[src/rtl/uart_bus_master.sv]
// UART command bridge: turns RX FIFO command bytes into single slot-bus reads/writes and answers over the TX FIFO.
// Optional inter-byte timeout on write data is compiled in with `define UART_BUS_MASTER_TIMEOUT_EN.
module uart_bus_master #(
  parameter int ADDR_W      = 5,
  parameter int DATA_W      = 32,
  parameter int TIMEOUT_CYC = 1000000
) (
  input  logic              clk,
  input  logic              reset,
  input  logic [7:0]        rx_data,
  input  logic              rx_empty,
  output logic              rd_uart,
  input  logic              tx_full,
  output logic              wr_uart,
  output logic [7:0]        w_data,
  output logic              cs,
  output logic              read,
  output logic              write,
  output logic [ADDR_W-1:0] addr,
  output logic [DATA_W-1:0] wr_data,
  input  logic [DATA_W-1:0] rd_data,
  output logic              busy
);

  localparam logic [7:0] ACK = 8'h06;
  localparam logic [7:0] NAK = 8'h15;

  typedef enum logic [2:0] {IDLE, WDATA, WBUS, RBUS, RESP} state_t;

  state_t              state, state_nxt;
  logic                pop_q;
  logic [1:0]          byte_cnt;
  logic [DATA_W-9:0]   wbuf;
  logic [DATA_W-1:0]   tx_sreg;
  logic [2:0]          tx_left;
  logic                cmd_bad;
  logic                timeout;

  assign cmd_bad = (rx_data[6:5] != 2'b00);
  assign w_data  = tx_sreg[7:0];
  assign busy    = !reset && (state != IDLE);

`ifdef UART_BUS_MASTER_TIMEOUT_EN
  localparam int TMO_W = $clog2(TIMEOUT_CYC) + 1;
  logic [TMO_W-1:0] tmo_cnt;

  always_ff @(posedge clk) begin
    if (reset || state != WDATA || rd_uart)
      tmo_cnt <= '0;
    else
      tmo_cnt <= tmo_cnt + 1'b1;
  end

  assign timeout = (state == WDATA) && !rd_uart && (tmo_cnt == TMO_W'(TIMEOUT_CYC - 1));
`else
  assign timeout = 1'b0;
`endif

  always_ff @(posedge clk) begin
    if (reset)
      state <= IDLE;
    else
      state <= state_nxt;
  end

  // Strobes are decoded from state and gated by reset so nothing fires while reset is held.
  always_comb begin
    state_nxt = state;
    rd_uart   = 1'b0;
    wr_uart   = 1'b0;
    cs        = 1'b0;
    read      = 1'b0;
    write     = 1'b0;
    if (!reset) begin
      case (state)
        IDLE: begin
          rd_uart = !rx_empty && !pop_q;
          if (rd_uart) begin
            if (cmd_bad)         state_nxt = RESP;
            else if (rx_data[7]) state_nxt = WDATA;
            else                 state_nxt = RBUS;
          end
        end
        WDATA: begin
          rd_uart = !rx_empty && !pop_q;
          if (rd_uart && byte_cnt == 2'd3) state_nxt = WBUS;
          else if (timeout)                state_nxt = RESP;
        end
        WBUS: begin
          cs        = 1'b1;
          write     = 1'b1;
          state_nxt = RESP;
        end
        RBUS: begin
          cs        = 1'b1;
          read      = 1'b1;
          state_nxt = RESP;
        end
        RESP: begin
          wr_uart = !tx_full;
          if (wr_uart && tx_left == 3'd1) state_nxt = IDLE;
        end
        default: state_nxt = IDLE;
      endcase
    end
  end

  always_ff @(posedge clk) begin
    if (reset) begin
      pop_q    <= 1'b0;
      addr     <= '0;
      wr_data  <= '0;
      wbuf     <= '0;
      byte_cnt <= '0;
      tx_sreg  <= '0;
      tx_left  <= '0;
    end else begin
      pop_q <= rd_uart;
      case (state)
        IDLE: begin
          if (rd_uart) begin
            if (cmd_bad) begin
              tx_sreg <= {{(DATA_W-8){1'b0}}, NAK};
              tx_left <= 3'd1;
            end else begin
              addr     <= rx_data[ADDR_W-1:0];
              byte_cnt <= '0;
            end
          end
        end
        WDATA: begin
          if (rd_uart) begin
            // Bytes enter at the top so the first one ends up in the low lane.
            byte_cnt <= byte_cnt + 2'd1;
            wbuf     <= {rx_data, wbuf[DATA_W-9:8]};
            if (byte_cnt == 2'd3) wr_data <= {rx_data, wbuf};
          end else if (timeout) begin
            tx_sreg <= {{(DATA_W-8){1'b0}}, NAK};
            tx_left <= 3'd1;
          end
        end
        WBUS: begin
          tx_sreg <= {{(DATA_W-8){1'b0}}, ACK};
          tx_left <= 3'd1;
        end
        RBUS: begin
          tx_sreg <= rd_data;
          tx_left <= 3'd4;
        end
        RESP: begin
          if (wr_uart) begin
            tx_sreg <= {8'h00, tx_sreg[DATA_W-1:8]};
            tx_left <= tx_left - 3'd1;
          end
        end
        default: ;
      endcase
    end
  end

endmodule

[config.mk]
export PLATFORM = sky130hd
export DESIGN_NAME = uart_bus_master
export DESIGN_NICKNAME = d
export VERILOG_FILES = /design/src/rtl/uart_bus_master.sv
export SDC_FILE = /design/constraint.sdc
export NUM_CORES = 1
export LEC_CHECK = 0
export ABC_CLOCK_PERIOD_IN_PS = 2100
export CAP_MARGIN = 20
export CORE_UTILIZATION = 45
export DETAILED_ROUTE_END_ITERATION = 12
export DONT_BUFFER_PORTS = 1
export GPL_ROUTABILITY_DRIVEN = 0
export PLACE_DENSITY = 0.68
export SLEW_MARGIN = 15
export SYNTH_ARGS = -nofsm -noshare
export SYNTH_HDL_FRONTEND = slang
export SYNTH_SLANG_ARGS = --single-unit
[constraint.sdc]
create_clock -name clk -period 2.1 [get_ports clk]
set_input_delay 0.315 -clock clk [delete_from_list [all_inputs] [get_ports clk]]
set_output_delay 0.315 -clock clk [all_outputs]
set_load 0.01 [all_outputs]
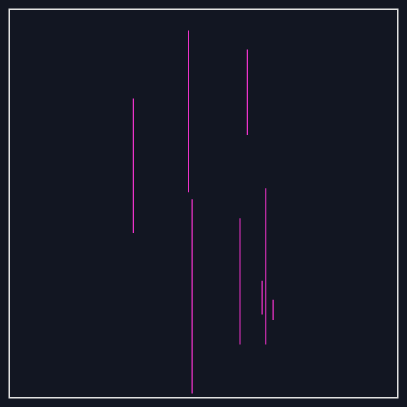
**Above:** run 1 (metal 4).
(4 px per µm)
main direction	vertical
longest straight run	48.3 µm
share of all routed wire	2.4%
wire length on this layer	226 µm
nets with wire on the layer	7

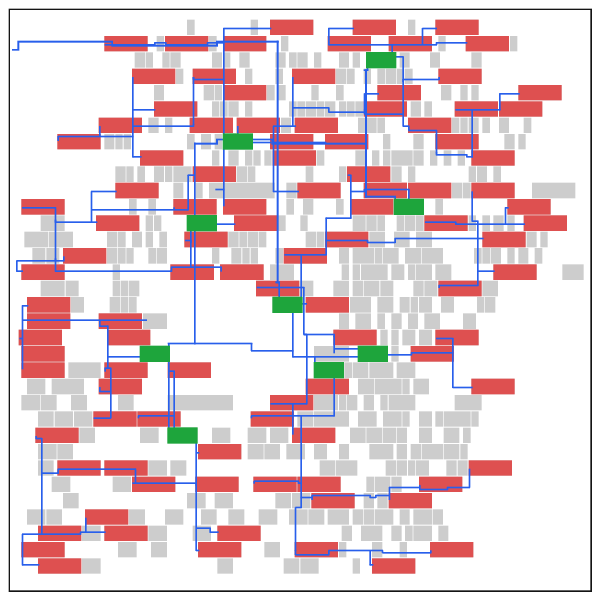
**Above:** run 1 (clock network drawn from the DEF).
(6 px per µm)
[clock-net drivers] green | count: 9
[flip-flops] red | count: 102
[clock wires] blue | length: 1150 µm
flops lie	all over the die
routed clock nets	10

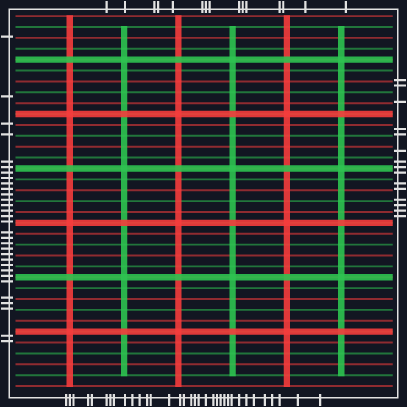
**Above:** run 1 (supply network).
(4 px per µm) Pins as bars on the die edge.
net	colour
VDD	green
VSS	red
met4 straps	6
met1 rails	35
met5 straps	6
signal pins	95
rows	34

==> run notes, run 1 <==
The largest registers in the layout are tx_sreg x32, wr_data x32, wbuf x24. The biggest area contributor in the post-synthesis netlist is sky130_fd_sc_hd__dfxtp_1. The floorplan report lists the tap cell count as 108.

Setup violations remaining at the end of the flow were counted as 0. The run gives 0.1048 for the fraction of final layout cells with drive strength greater than 1. Sequential power for this build is 2.14 mW.

The data arrival time of the worst path was 1.65 ns. The synthesis run shows the most used standard cells to be sky130_fd_sc_hd__nand2_1, sky130_fd_sc_hd__dfxtp_1, sky130_fd_sc_hd__a21oi_1. The number of cells on the worst hold path is 1.

The type of the worst min-delay path is primary input to flop. The netlist uses 46 different library cells. The critical path in the final layout is reported with a setup slack of 0.1316 ns. With the post-detailed-routing wire length at 9362 µm, the number of warnings printed during yosys synthesis is 0.

The effective utilization at floorplan was 0.4631. Dividing the synthesized area by the synthesized cell count gives 8.704 µm². With the met2 layer usage reported by global route at 0.2936, the multi-input logic cell count is 312. The number of fill cells came out at 826. Entering global routing, the biggest net connects 46 pins. STA shows the worst min-delay path finishing at tx_left[0]. The critical setup path kind is flop to primary output. Cell internal power was estimated by the tool at 3.226 mW. The worst setup path is launched from a flop. The run gives 0.009294 for the area fraction in full adders, half adders and majority gates. The launch point of the worst reg-to-reg path is state[0].

Sorting the synthesis cell report by count puts at the top sky130_fd_sc_hd__nand2_1. In the detailed route, the total length drawn on met2 is 4002 µm. The run finished with clean final reports.

The post-CTS clock slew at the launch and capture registers of the worst setup and hold paths is 0.09 ns, and the power per standard cell area is 1123 mW/mm². The slowest stage of the critical path belongs to the cell sky130_fd_sc_hd__or3b_1. The via-per-instance ratio was 5.678; the post-detailed-route DRC marker count was 0. Detailed placement finished with a half-perimeter wire length of 5969 µm. The final hold violation count is 0, and the non-clock buffer area fraction after layout is 0.04121. Tally of clock buffers in the finished layout: 9. The completed layout was analyzed and its total power is 4.910 mW.

The final max-slew violation count recorded for this run is 0. With the sequential area share after synthesis at 0.5056, the instance count after placement with tap cells included is 545. STA lists the maximum fanout along the critical path as 12.
==> run 1 -> run 2 <==
--- a/config.mk
+++ b/config.mk
@@ -10,2 +10,3 @@
 export CORE_UTILIZATION = 45
+export CTS_CLUSTER_DIAMETER = 150
 export DETAILED_ROUTE_END_ITERATION = 12
--- a/constraint.sdc
+++ b/constraint.sdc
@@ -3,2 +3,2 @@
 set_output_delay 0.315 -clock clk [all_outputs]
-set_load 0.01 [all_outputs]
+set_load 0.1 [all_outputs]
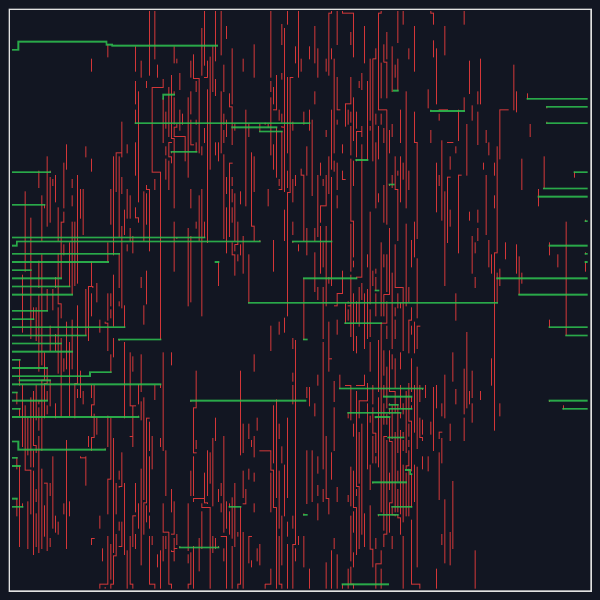
**Above:** run 2 (metal layers overlaid).
(6 px per µm) Only two layers are drawn.
layer	colour	wire length
M2	red	4280 µm
M3	green	651 µm

==> run 2 against run 1 <==
Against the previous run:
- cell area up 9.5%
- clock power down 7%
- clock skew up 0.0018 ns
- die area unchanged
- register-to-register slack better by 0.04 ns
- synthesized cell count unchanged
- global-route usage up 0.23 points
- critical endpoint is now read
==> run notes, run 2 <==
The flow ran to the end, and the final reports show no timing, DRC or antenna violations. Type of the worst min-delay path: primary input to flop. The run gives 11 (-1) for the largest driver fanout on the critical path.

The tools report the post-detailed-route DRC marker count as 0 (unchanged). The critical path is of the flop to primary output type. Power per standard cell area: 1108 mW/mm² (-1.3%). The sequential area share after synthesis came out at 0.5056 (unchanged). Most area-hungry cell type in the Yosys netlist: sky130_fd_sc_hd__dfxtp_1. The via-per-instance ratio came out at 5.493 (-3.3%).

With the number of fill cells at 795 (-3.8%), the final hold violation count is 0 (unchanged). The launch point of the worst reg-to-reg path was state[0]. The run gives 108 (unchanged) for the number of tap cells inserted. The detailed route wirelength on metal2 is 4275 µm (+6.8%). The run gives 0.1207 (+0.07951) for the non-clock buffer area fraction after layout. The run gives 591 (+8.4%) as the instance count after placement with tap cells included. The count of distinct cell types in the synthesized netlist is 46 (unchanged), and the effective utilization at floorplan is 0.4631 (unchanged). The run gives 8.704 µm² (unchanged) for the synthesized area divided by synthesized cell count.

With the pin count of the biggest net entering global routing at 44 (-4.3%), the number of cells on the worst hold path is 1 (unchanged). The met2 layer usage reported by global route is 0.2990 (+0.005417). The largest registers in the layout are tx_sreg x32, wr_data x32, wbuf x24.

The tools report the end point of the most critical hold path as state[0]. Worst setup slack after layout: 0.1051 ns (-0.02645 ns). The area fraction in full adders, half adders and majority gates works out to 0.009294 (unchanged).

The tools report the sequential group power as 2.16 mW (about the same). The final max-slew violation count was 0 (unchanged); the post-detailed-placement half-perimeter wirelength was 6189 µm (+3.7%). The commonest cells after synthesis are sky130_fd_sc_hd__nand2_1, sky130_fd_sc_hd__dfxtp_1, sky130_fd_sc_hd__a21oi_1.

The slowest stage cell on the critical path is sky130_fd_sc_hd__dfxtp_1.
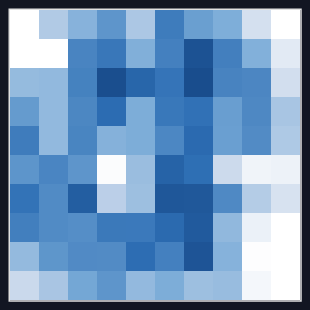
**Above:** run 2 (cell density map).
(3 px per µm) The die is cut into 10 by 10 equal tiles; white is low, dark blue is high, 0 to 100% covered.
emptiest ninth of the die	lower right
mean over tiles	50%
fullest tile	88%
tiles over 75% full	14%
nearly empty tiles	9.0%

No activity file was given, so power comes from the tool's default toggle rates.
